Fig. 1: run 1, clock routing
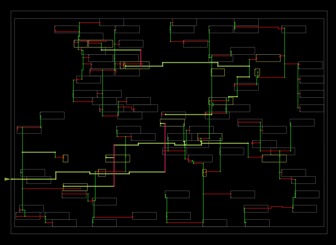
Fig. 2: run 1, zoomed window
Scale bar: 20 um. Region (35, 34) to (85, 84) um. Cells in grey, sequential cells in the stronger grey; small squares are vias.
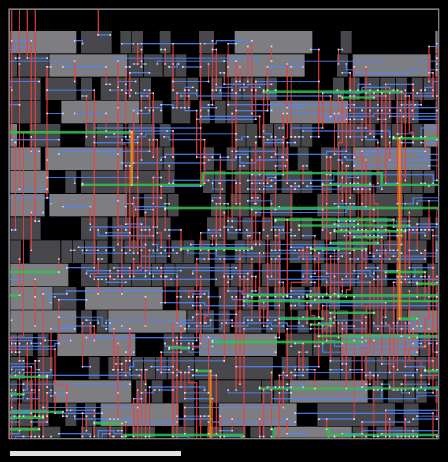
Fig. 3: run 1, M1 wires
Scale bar: 20 um.
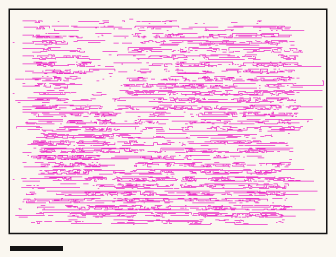
`config.mk`:
```
export PLATFORM = sky130hd
export DESIGN_NAME = display_arbiter_flat
export DESIGN_NICKNAME = d
export VERILOG_FILES = /design/src/rtl/display_arbiter_pkg.sv /design/src/rtl/display_arbiter_if.sv /design/src/rtl/display_arbiter_tick_timer.sv /design/src/rtl/display_arbiter.sv /design/src/flat_wrapper.sv
export SDC_FILE = /design/constraint.sdc
export NUM_CORES = 1
export LEC_CHECK = 0
export ABC_AREA = 1
export CAP_MARGIN = 10
export CORE_ASPECT_RATIO = 0.7
export CORE_UTILIZATION = 58
export DETAILED_ROUTE_END_ITERATION = 8
export PLACE_DENSITY = 0.88
export SYNTH_ARGS = -nofsm -noshare
export SYNTH_HDL_FRONTEND = slang
export SYNTH_HIERARCHICAL = 1
export SYNTH_SLANG_ARGS = --single-unit
```
`constraint.sdc`:
```
create_clock -name clk -period 3.54 [get_ports clk]
set_clock_uncertainty 0.05 [all_clocks]
set_input_delay 0.708 -clock clk [delete_from_list [all_inputs] [get_ports clk]]
set_output_delay 0.708 -clock clk [all_outputs]
set_load 0.05 [all_outputs]
```
`src/rtl/display_arbiter_pkg.sv`:
```
// Shared types and source-index constants for the 7-segment display arbiter.
package display_arb_pkg;

    typedef enum logic {
        ST_BASE = 1'b0,
        ST_OVR  = 1'b1
    } state_t;

    typedef logic [1:0] src_idx_t;

    localparam src_idx_t SRC_SCORE   = 2'd0;
    localparam src_idx_t SRC_TIMER   = 2'd1;
    localparam src_idx_t SRC_DIFF    = 2'd2;
    localparam src_idx_t SRC_HISCORE = 2'd3;

endpackage

```
`src/rtl/display_arbiter_if.sv`:
```
// Source-side and display-side signals of the display arbiter, bundled as one port.
interface display_arbiter_if #(
    parameter int NUM_SRC = 4,
    parameter int VAL_W   = 8
);
    import display_arb_pkg::*;

    src_idx_t                   base_sel;
    logic [NUM_SRC*VAL_W-1:0]   src_val;
    logic [NUM_SRC-1:0]         src_req;
    logic [NUM_SRC-1:0]         src_blink;
    logic [VAL_W-1:0]           disp_value;
    logic                       disp_blank;
    src_idx_t                   disp_src;
    logic                       busy;

    modport master (
        output base_sel, src_val, src_req, src_blink,
        input  disp_value, disp_blank, disp_src, busy
    );

    modport slave (
        input  base_sel, src_val, src_req, src_blink,
        output disp_value, disp_blank, disp_src, busy
    );

endinterface

```
`src/rtl/display_arbiter_tick_timer.sv`:
```
// Loadable down-counter that stops at zero; expire_o flags the zero count while enabled.
module tick_timer #(
    parameter int W = 4
) (
    input  logic         clk,
    input  logic         reset,
    input  logic         load_i,
    input  logic [W-1:0] load_val_i,
    input  logic         en_i,
    output logic         expire_o
);

    localparam logic [W-1:0] ONE = W'(1);

    logic [W-1:0] count_q;

    assign expire_o = en_i && (count_q == '0);

    // NOTE: sequential state uses non-blocking assignments so every register samples pre-edge values.
    always_ff @(posedge clk or posedge reset) begin
        if (reset) begin
            count_q <= '0;
        end else if (load_i) begin
            count_q <= load_val_i;
        end else if (en_i && count_q != '0) begin
            count_q <= count_q - ONE;
        end
    end

endmodule

```
`src/rtl/display_arbiter.sv`:
```
// Time-shares the two-digit display between a background source and prioritised,
// time-limited override requests; all outputs are registered.
module display_arbiter
    import display_arb_pkg::*;
#(
    parameter int NUM_SRC     = 4,
    parameter int VAL_W       = 8,
    parameter int MAX_VAL     = 99,
    parameter int HOLD_TICKS  = 100_000_000,
    parameter int BLINK_TICKS = 25_000_000
) (
    input  logic              clk,
    input  logic              reset,
    display_arbiter_if.slave  bus
);

    localparam int HOLD_W  = $clog2(HOLD_TICKS + 1);
    localparam int BLINK_W = $clog2(BLINK_TICKS + 1);
    localparam logic [HOLD_W-1:0]  HOLD_LOAD  = HOLD_W'(HOLD_TICKS - 1);
    localparam logic [BLINK_W-1:0] BLINK_LOAD = BLINK_W'(BLINK_TICKS - 1);
    localparam logic [VAL_W-1:0]   SAT_VAL    = VAL_W'(MAX_VAL);

    state_t             state_q, state_d;
    src_idx_t           grant_q, grant_d;
    logic [NUM_SRC-1:0] pending_q, pending_d;
    logic               phase_q, phase_d;
    logic [VAL_W-1:0]   disp_value_q, disp_value_d;
    logic               disp_blank_q, disp_blank_d;
    src_idx_t           disp_src_q, disp_src_d;
    logic               busy_q, busy_d;

    logic               hold_load, blink_load;
    logic               hold_expire, blink_expire;
    logic               in_ovr;
    logic [NUM_SRC-1:0] below, above, req_lo, cand;
    logic [VAL_W-1:0]   vals [NUM_SRC];

    function automatic src_idx_t safe_idx(input src_idx_t idx);
        return (int'(idx) >= NUM_SRC) ? SRC_SCORE : idx;
    endfunction

    function automatic src_idx_t lowest(input logic [NUM_SRC-1:0] v);
        src_idx_t r;
        r = SRC_SCORE;
        for (int i = NUM_SRC - 1; i >= 0; i--) begin
            if (v[i]) r = src_idx_t'(i);
        end
        return r;
    endfunction

    function automatic logic [NUM_SRC-1:0] onehot(input src_idx_t idx);
        logic [NUM_SRC-1:0] r;
        r = '0;
        for (int i = 0; i < NUM_SRC; i++) begin
            if (int'(idx) == i) r[i] = 1'b1;
        end
        return r;
    endfunction

    function automatic logic [VAL_W-1:0] sat(input logic [VAL_W-1:0] v);
        return (v > SAT_VAL) ? SAT_VAL : v;
    endfunction

    assign in_ovr = (state_q == ST_OVR);

    tick_timer #(.W(HOLD_W)) u_hold (
        .clk        (clk),
        .reset      (reset),
        .load_i     (hold_load),
        .load_val_i (HOLD_LOAD),
        .en_i       (in_ovr),
        .expire_o   (hold_expire)
    );

    tick_timer #(.W(BLINK_W)) u_blink (
        .clk        (clk),
        .reset      (reset),
        .load_i     (blink_load),
        .load_val_i (BLINK_LOAD),
        .en_i       (in_ovr),
        .expire_o   (blink_expire)
    );

    always_comb begin
        for (int i = 0; i < NUM_SRC; i++) begin
            vals[i]  = bus.src_val[i*VAL_W +: VAL_W];
            below[i] = (i < int'(grant_q));
            above[i] = (i > int'(grant_q));
        end
    end

    // NOTE: every output of this block gets a default first, so no path can infer a latch.
    always_comb begin
        state_d    = state_q;
        grant_d    = grant_q;
        pending_d  = pending_q;
        phase_d    = phase_q;
        hold_load  = 1'b0;
        blink_load = 1'b0;
        req_lo     = bus.src_req & below;
        cand       = pending_q | bus.src_req;

        case (state_q)
            ST_BASE: begin
                if (|bus.src_req) begin
                    state_d    = ST_OVR;
                    grant_d    = lowest(bus.src_req);
                    pending_d  = bus.src_req & ~onehot(grant_d);
                    hold_load  = 1'b1;
                    blink_load = 1'b1;
                    phase_d    = 1'b0;
                end
            end
            ST_OVR: begin
                if (|req_lo) begin
                    // Preempted owner is dropped, not re-queued.
                    grant_d    = lowest(req_lo);
                    pending_d  = pending_q | (bus.src_req & ~onehot(grant_d) & ~onehot(grant_q));
                    hold_load  = 1'b1;
                    blink_load = 1'b1;
                    phase_d    = 1'b0;
                end else if (hold_expire) begin
                    if (|cand) begin
                        grant_d    = lowest(cand);
                        pending_d  = cand & ~onehot(grant_d);
                        hold_load  = 1'b1;
                        blink_load = 1'b1;
                    end else begin
                        state_d   = ST_BASE;
                        pending_d = '0;
                    end
                    phase_d = 1'b0;
                end else begin
                    pending_d = pending_q | (bus.src_req & above);
                    hold_load = bus.src_req[grant_q];
                    if (blink_expire) begin
                        phase_d    = ~phase_q;
                        blink_load = 1'b1;
                    end
                end
            end
            default: state_d = ST_BASE;
        endcase

        // Outputs are derived from next state so a request shows one cycle later.
        busy_d       = (state_d == ST_OVR);
        disp_src_d   = busy_d ? grant_d : safe_idx(bus.base_sel);
        disp_value_d = sat(vals[disp_src_d]);
        disp_blank_d = busy_d && phase_d && bus.src_blink[grant_d];
    end

    always_ff @(posedge clk or posedge reset) begin
        if (reset) begin
            state_q      <= ST_BASE;
            grant_q      <= SRC_SCORE;
            pending_q    <= '0;
            phase_q      <= 1'b0;
            disp_value_q <= '0;
            disp_blank_q <= 1'b0;
            disp_src_q   <= SRC_SCORE;
            busy_q       <= 1'b0;
        end else begin
            state_q      <= state_d;
            grant_q      <= grant_d;
            pending_q    <= pending_d;
            phase_q      <= phase_d;
            disp_value_q <= disp_value_d;
            disp_blank_q <= disp_blank_d;
            disp_src_q   <= disp_src_d;
            busy_q       <= busy_d;
        end
    end

    assign bus.disp_value = disp_value_q;
    assign bus.disp_blank = disp_blank_q;
    assign bus.disp_src   = disp_src_q;
    assign bus.busy       = busy_q;

endmodule

```
`src/flat_wrapper.sv`:
```
// flat-port wrapper written by rule: the top's interface ports become plain ports
module display_arbiter_flat import display_arb_pkg::*;
#(
    parameter int NUM_SRC     = 4,
    parameter int VAL_W       = 8,
    parameter int MAX_VAL     = 99,
    parameter int HOLD_TICKS  = 100_000_000,
    parameter int BLINK_TICKS = 25_000_000
)
  (clk, reset, bus_base_sel, bus_src_val, bus_src_req, bus_src_blink, bus_disp_value, bus_disp_blank, bus_disp_src, bus_busy);
  display_arbiter_if #(.NUM_SRC(NUM_SRC), .VAL_W(VAL_W)) bus_i ();
  input  logic clk;
  input  logic reset;
  input wire logic [$bits(bus_i.base_sel)-1:0] bus_base_sel;
  input wire logic [$bits(bus_i.src_val)-1:0] bus_src_val;
  input wire logic [$bits(bus_i.src_req)-1:0] bus_src_req;
  input wire logic [$bits(bus_i.src_blink)-1:0] bus_src_blink;
  output wire logic [$bits(bus_i.disp_value)-1:0] bus_disp_value;
  output wire logic [$bits(bus_i.disp_blank)-1:0] bus_disp_blank;
  output wire logic [$bits(bus_i.disp_src)-1:0] bus_disp_src;
  output wire logic [$bits(bus_i.busy)-1:0] bus_busy;
  assign bus_i.base_sel = bus_base_sel;
  assign bus_i.src_val = bus_src_val;
  assign bus_i.src_req = bus_src_req;
  assign bus_i.src_blink = bus_src_blink;
  assign bus_disp_value = bus_i.disp_value;
  assign bus_disp_blank = bus_i.disp_blank;
  assign bus_disp_src = bus_i.disp_src;
  assign bus_busy = bus_i.busy;
  display_arbiter #(.NUM_SRC(NUM_SRC), .VAL_W(VAL_W), .MAX_VAL(MAX_VAL), .HOLD_TICKS(HOLD_TICKS), .BLINK_TICKS(BLINK_TICKS)) u_core (.clk(clk), .reset(reset), .bus(bus_i));
endmodule
```
==> flow_summary.toml, run 1 <==
# yosys + openroad results
[layout]
diodes = 0
comb_cells = 751
top_area_cell_class = "combinational gates"
seq_share = 0.264
num-nonclk-buffers = 64
area.combinational_mm2 = 0.00357
syn_to_final_growth_pct = 19.1
fin_nets = 1029

[critical_path]
crit_slowest_cell = "nand2_4"
crit_chain = "inv_1 -> ha_1 -> inv_1 -> nor2_2 -> nand2_1 -> nor4_1 -> buf_4 -> o21ai_2 -> nand2_1 -> nand2_1 -> nand2_1 -> inv_1 -> nand2_4 -> inv_1 -> nand2_1 -> nand2_1"
worstReg2RegEnd = "u_core/u_hold/count_q[25]"
cp-endpoint = "u_core/u_hold/count_q[25]"
crit_fanout = 32
required_ns = 3.72
path_common_cell = "nand2_1"
start_kind = "flop"
critPathKind = "flop to flop"

[routing]
ant_nets = 0
drc_errors = 0

[global_routing]
grt_pass1_wl_mm = 24.5
track_usage = 0.302
antenna_found_initial = 0

[flow_run]
maxCapViolCount = 0

[outcome]
status = "complete, no violations"

[placement]
place_inst = 1095

[logic_synthesis]
yosysSeqAreaShare = 0.315
edf_count = 0
ys_area_mm2 = 0.00564
async_flop_share = 1.00
simple_gate_share = 0.475
syn_inst = 880
yosys.area.top_type = "dfrtp_1"
fa_ha_area_frac = 0.00665
yosysWarningCount = 6
ys_cells = 880
mux_area_frac = 0
yosys-top-cells-area = "dfrtp_1, nand2_1, nand3_1, nor2_1, inv_1"
top_cells_by_count = "nand2_1, nand3_1, nor2_1"
ys_sh_xor = 0.0171
syn-cell-area_mm2 = 0.00564

[floorplan]
fp.coreArea_mm2 = 0.00925
taps = 124
die_w_um = 120
boundaryPins = 56
die-area_mm2 = 0.0101
die_h_um = 84.5
rows = 29

[hold_path]
hold_depth = 2
hold_path_class = "flop to flop"
hp-start = "u_core/phase_q"

[sta]
slew_violations = 0
slew_headroom = 0.523
tightest_slew_ns = 0.715
fin_ws_ns = 0.587
fin_crit_ns = 2.95
finalCritPeriodShare = 0.834

[cts]
clkTransAtPathRegs_ns = 0.06
htreeDepth = 3
postCtsSetupRepairBufs = 0
hold_buffers = 0
clkLatencyLatePin_ns = 0.34

[pwr]
power_density_mw_per_mm2 = 834
peakVddDrop_mv = 0.428
-- Fig. 1 (at the start) --
Flops: 71
total clock buffers created by CTS: 9
Clock Sinks: 71
clock buf count: 13
Clock group: 0.860 mW

-- Fig. 2 (at the start) --
- metal 4: orange
- metal 1: blue
- metal 2: red
- metal 3: green
- cells with their middle in the window: 271
- most frequent: nand2_1 (82), nand3_1 (30), inv_1 (24)
- sequential cells in the window: 23
- netlist names of flops here include: u_core/u_hold/count_q (14), u_core/grant_q (2), u_core/u_blink/count_q (2)

-- Fig. 3 (at the start) --
- main direction: horizontal
- wire length on this layer: 6690 um
- nets with wire on the layer: 936
DRT Wirelength: 14.3 mm
met1 usage: 0.439
via count: 5819

==> run 1: layer usage <==
metal,share of wire,GRT usage,vias to the layer above
li1,-,-,2971
met1,0.47,0.439,2580
met2,0.42,0.441,249
met3,0.10,0.0958,19
met4,0.0074,0.0568,0
met5,0,0,-
==> run 1: registers in the layout (all words and copies together) (netlist names), 2 cells and up <==
name and flops:
u_core/bus.disp_src 2, u_core/bus.disp_value 8, u_core/grant_q 2, u_core/pending_q 4, u_core/u_blink/count_q 25, u_core/u_hold/count_q 27
==> run 1: power breakdown <==
part           internal, mW  switching (mW)  leakage, nW
Clock                 0.511           0.350        0.136
Sequential             1.18           0.445        0.845
Combinational          1.08            2.04         2.40
Total                  2.77            2.83         3.38
==> run 1: layout by cell type, fill, tap and decap left out, drive strengths merged, types with 2 or more instances in the layout <==
cell type,synthesis,layout
a21boi,2,2
a21oi,18,18
a22o,2,2
a31oi,4,4
buf,17,9
clkbuf,7,13
clkdlybuf4s50,0,55
clkinv,0,2
conb,2,53
dfrtp,71,71
ha,3,3
inv,85,85
nand2,333,333
nand3,119,119
nand3b,5,5
nand4,11,11
nor2,122,122
nor3,3,3
o211ai,2,2
o21ai,50,50
o21bai,2,2
or2,3,3
xnor2,4,4
xor2,7,7
==> run 1: metrics by stage <==
step,hold slack (ns),utilization
6_report,0.458,0.726
3_3_place_gp,0.451,0.696
5_1_grt,0.501,0.726
2_1_floorplan,0.416,-
3_5_place_dp,0.441,0.696
4_1_cts,0.456,0.726
==> run 1: critical path: cells and delay by family (launching register included) <==
family / cells / cell delay [ns]
flip-flops: 1 / 0.37
buffers and inverters: 5 / 0.79
AND-OR/OR-AND: 1 / 0.11
adder cells (fa/ha/maj): 1 / 0.24
AND/OR/NAND/NOR: 9 / 1.27
--- run 2 (diff from run 1) ---
- CORE_UTILIZATION: 58 -> 53
- PLACE_DENSITY: 0.88 -> 0.85
- clock period: 3.54 -> 2.5 ns (I/O delays scaled with it)
Fig. 4: run 2, zoomed window
Scale bar: 20 um. Region (38, 37) to (88, 87) um. Cells in grey, sequential cells in the stronger grey; small squares are vias.
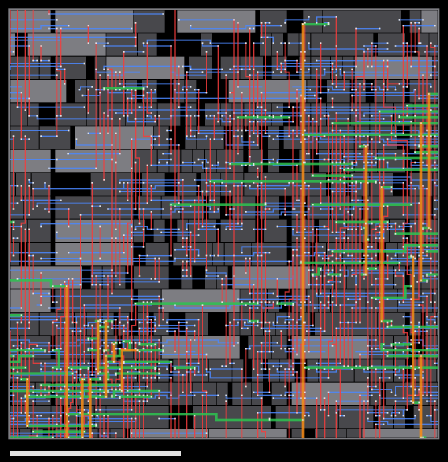
- metal 3: green
- metal 4: orange
- metal 2: red
- metal 1: blue
- sequential cells in the window: 20
- most frequent: nand2_1 (63), buf_4 (33), dfrtp_1 (20)
- netlist names of flops here include: u_core/u_hold/count_q (11), u_core/bus.disp_value (5), u_core/pending_q (2)
- cells with their middle in the window: 280

==> run 2 against run 1 <==
  * Sequential share of layout area is 4.8 points lower
  * Non-clock buffer count is 125 higher
  * Critical path depth is 1 higher
  * Global-route usage is 0.88 points higher
  * Count of clock-buffer cells in the layout is 1 lower
  * The run now ends with negative setup slack left
  * Cell count is 12% higher
  * Sequential power is 37% higher
  * Wire length is 38% higher
  * Synthesized cell count stayed put
  * Flip-flop count stayed put
  * Area after synthesis stayed put
  * Combinational power is 120% higher
==> flow_summary.toml, run 2 <==
# yosys + openroad results
[logic_synthesis]
yosysWarningCount = 6
syn_inst = 880
async_flop_share = 1.00
yosysSeqAreaShare = 0.315
syn_area_per_cell_um2 = 6.41
synth.most_common_cell = "nand2_1"
synth_top_area_share = 0.315
top_cells_by_count = "nand2_1, nand3_1, nor2_1"
yosys-top-cells-area = "dfrtp_1, nand2_1, nand3_1, nor2_1, inv_1"
edf_count = 0
ys_cells = 880
ys_area_mm2 = 0.00564
yosys.area.top_type = "dfrtp_1"
syn-cell-area_mm2 = 0.00564

[routing]
ant_nets = 0
wl_met1_mm = 8.13
viasPerCell = 5.68
wl_met2_mm = 8.52
route.met3.wl_mm = 2.46
topRoutingLayerUsed = "met4"
drc_errors = 0
routed_wl_mm = 19.8
vias = 7067
drt_pass1_iterations = 8

[pwr]
seq_power_share = 0.215
clock_power_share = 0.116
power_clock_mw = 1.21
p_sw_mw = 5.08
switching_share = 0.489
peakVddDrop_mv = 0.726
intPower_mw = 5.31
power_density_mw_per_mm2 = 1260
combPwrFrac = 0.668
power.group.top = "combinational cells"
powerComb_mw = 6.95
total_power_mw = 10.4

[placement]
place_inst = 1192
gp_congestion = 0.936
post-place-ws_ns = -0.351

[outcome]
violations = "negative setup slack"
status = "finished, violations left"

[global_routing]
grt-busiest-layer = "met2"
grt_pass1_wl_mm = 27.4
track_usage = 0.311
grt_max_degree = 28
met3_usage = 0.0701
met2_usage = 0.486
grt_pass1_vias = 5794
gr-usage-met1 = 0.439
antenna_found_initial = 0

[cts]
cts_tree = "done"
htreeDepth = 3
tritoncts.num_buffers = 9
clkTransAtPathRegs_ns = 0.06
clkLatencyLatePin_ns = 0.35
cts_sinks = 71

[sta]
setup_viol = 52
rsz0062_at_grt = "true"
slew_violations = 0
fin_ws_ns = -0.237
slew_headroom = 0.555
fin_crit_ns = 2.74
tightest_slew_ns = 0.665
whs_ns = 0.461
finalCritPeriodShare = 1.09

[critical_path]
path_common_cell = "nand2_2"
required_ns = 2.67
cp.arrival_ns = 2.91
critPathKind = "flop to flop"
crit_chain = "nor2_2 -> nand2_2 -> nor2_2 -> nand2_2 -> nor4_4 -> buf_6 -> nand2_4 -> nor2_4 -> nor2_2 -> nand2_2 -> nand2_4 -> nand2_1 -> nand2_2 -> buf_4 -> a21oi_1 -> a22o_1 -> nand3_1"
crit_slowest_cell = "dfrtp_1"
crit_fanout = 7
start_kind = "flop"

[layout]
final_layout_size_suffix_gt1_frac = 0.281
top_register = "u_core/u_hold/count_q"
diodes = 0
final_cell_mix = "nand2_1, buf_4, nand3_1"
fin_nets = 1155
final_common_cell = "nand2_1"
syn_to_final_growth_pct = 45.9
largest_reg_flops = 27

[floorplan]
boundaryPins = 56
die_h_um = 88.3
rows = 31
die-area_mm2 = 0.0111
die_w_um = 125
fp.coreArea_mm2 = 0.0104

[flow_run]
maxCapViolCount = 0
tool_warnings = 29

[hold_path]
hold_path_class = "flop to flop"
Fig. 5: run 2, sequential cells grouped by signal name
Scale bar: 50 um. Other sequential cells in the stronger grey, the rest of the logic in the fainter grey.
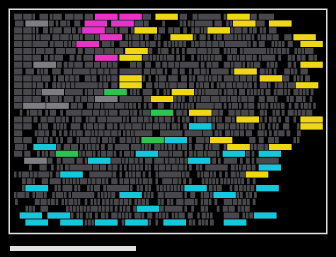
- u_core/bus.disp_value: magenta (sequential cells 8)
- u_core/u_blink/count_q: cyan (sequential cells 25)
- u_core/pending_q: green (sequential cells 4; where middle)
- u_core/u_hold/count_q: yellow (sequential cells 27)
- not coloured: 7
Final Util: 0.795
Reg area: 0.00178 mm^2
Seq area share: 0.216
Seq power: 2.24 mW

[run 2: cell counts after synthesis]
No cell type changed its count.
[run 2: layout make-up]
| class | instances | area [um^2] |
|---|---|---|
| sequential | 71 | 1780 |
| timing repair buffer | 189 | 1760 |
| multi-input combinational | 752 | 3930 |
| fill | 624 | 2130 |
| clock buffer | 12 | 246 |
| inverter | 85 | 338 |
| tap | 132 | 165 |
| clock inverter | 3 | 20.0 |
[run 2: worst paths after layout]
path                                            from                   endpoint  slack (ns)  cells after the start
max reg2reg                u_core/u_hold/count_q[21]   u_core/bus.disp_value[0]       -0.24                     17
min in group asynchronous                      reset        u_core/pending_q[2]        0.62                      3
min                                   u_core/phase_q             u_core/phase_q        0.46                      2
min reg2reg                           u_core/phase_q             u_core/phase_q        0.46                      2
max in group asynchronous                      reset  u_core/u_hold/count_q[10]        1.46                      3
max                        u_core/u_hold/count_q[21]   u_core/bus.disp_value[0]       -0.24                     17
[run 2: logic make-up (layout without fill, tap and decap cells)]
| logic type | Yosys count | after routing | synth area share |
|---|---|---|---|
| AND/OR/NAND/NOR | 598 | 599 | 0.475 |
| buffers and inverters | 109 | 289 | 0.0858 |
| AND-OR/OR-AND | 86 | 86 | 0.0996 |
| flip-flops | 71 | 71 | 0.315 |
| XOR/XNOR | 11 | 11 | 0.0171 |
| adder cells (fa/ha/maj) | 3 | 3 | 0.00665 |
| other | 2 | 53 | 0.00133 |
[run 2: critical path, delay by kind of cell (launching register included)]
family	cells	cell delay, ns
compound gates	2	0.36
buf+inv	2	0.37
flops	1	0.41
simple gates	13	1.42
[run 2: repair_timing]
item	4_1_cts	5_1_grt
pin swaps	32	35
cloned	2	7
hold buffers	0	0
setup buffers	21	8
gates resized	27	96
setup endpoints to repair	54	59
No activity file was given, so power comes from the tool's default toggle rates.
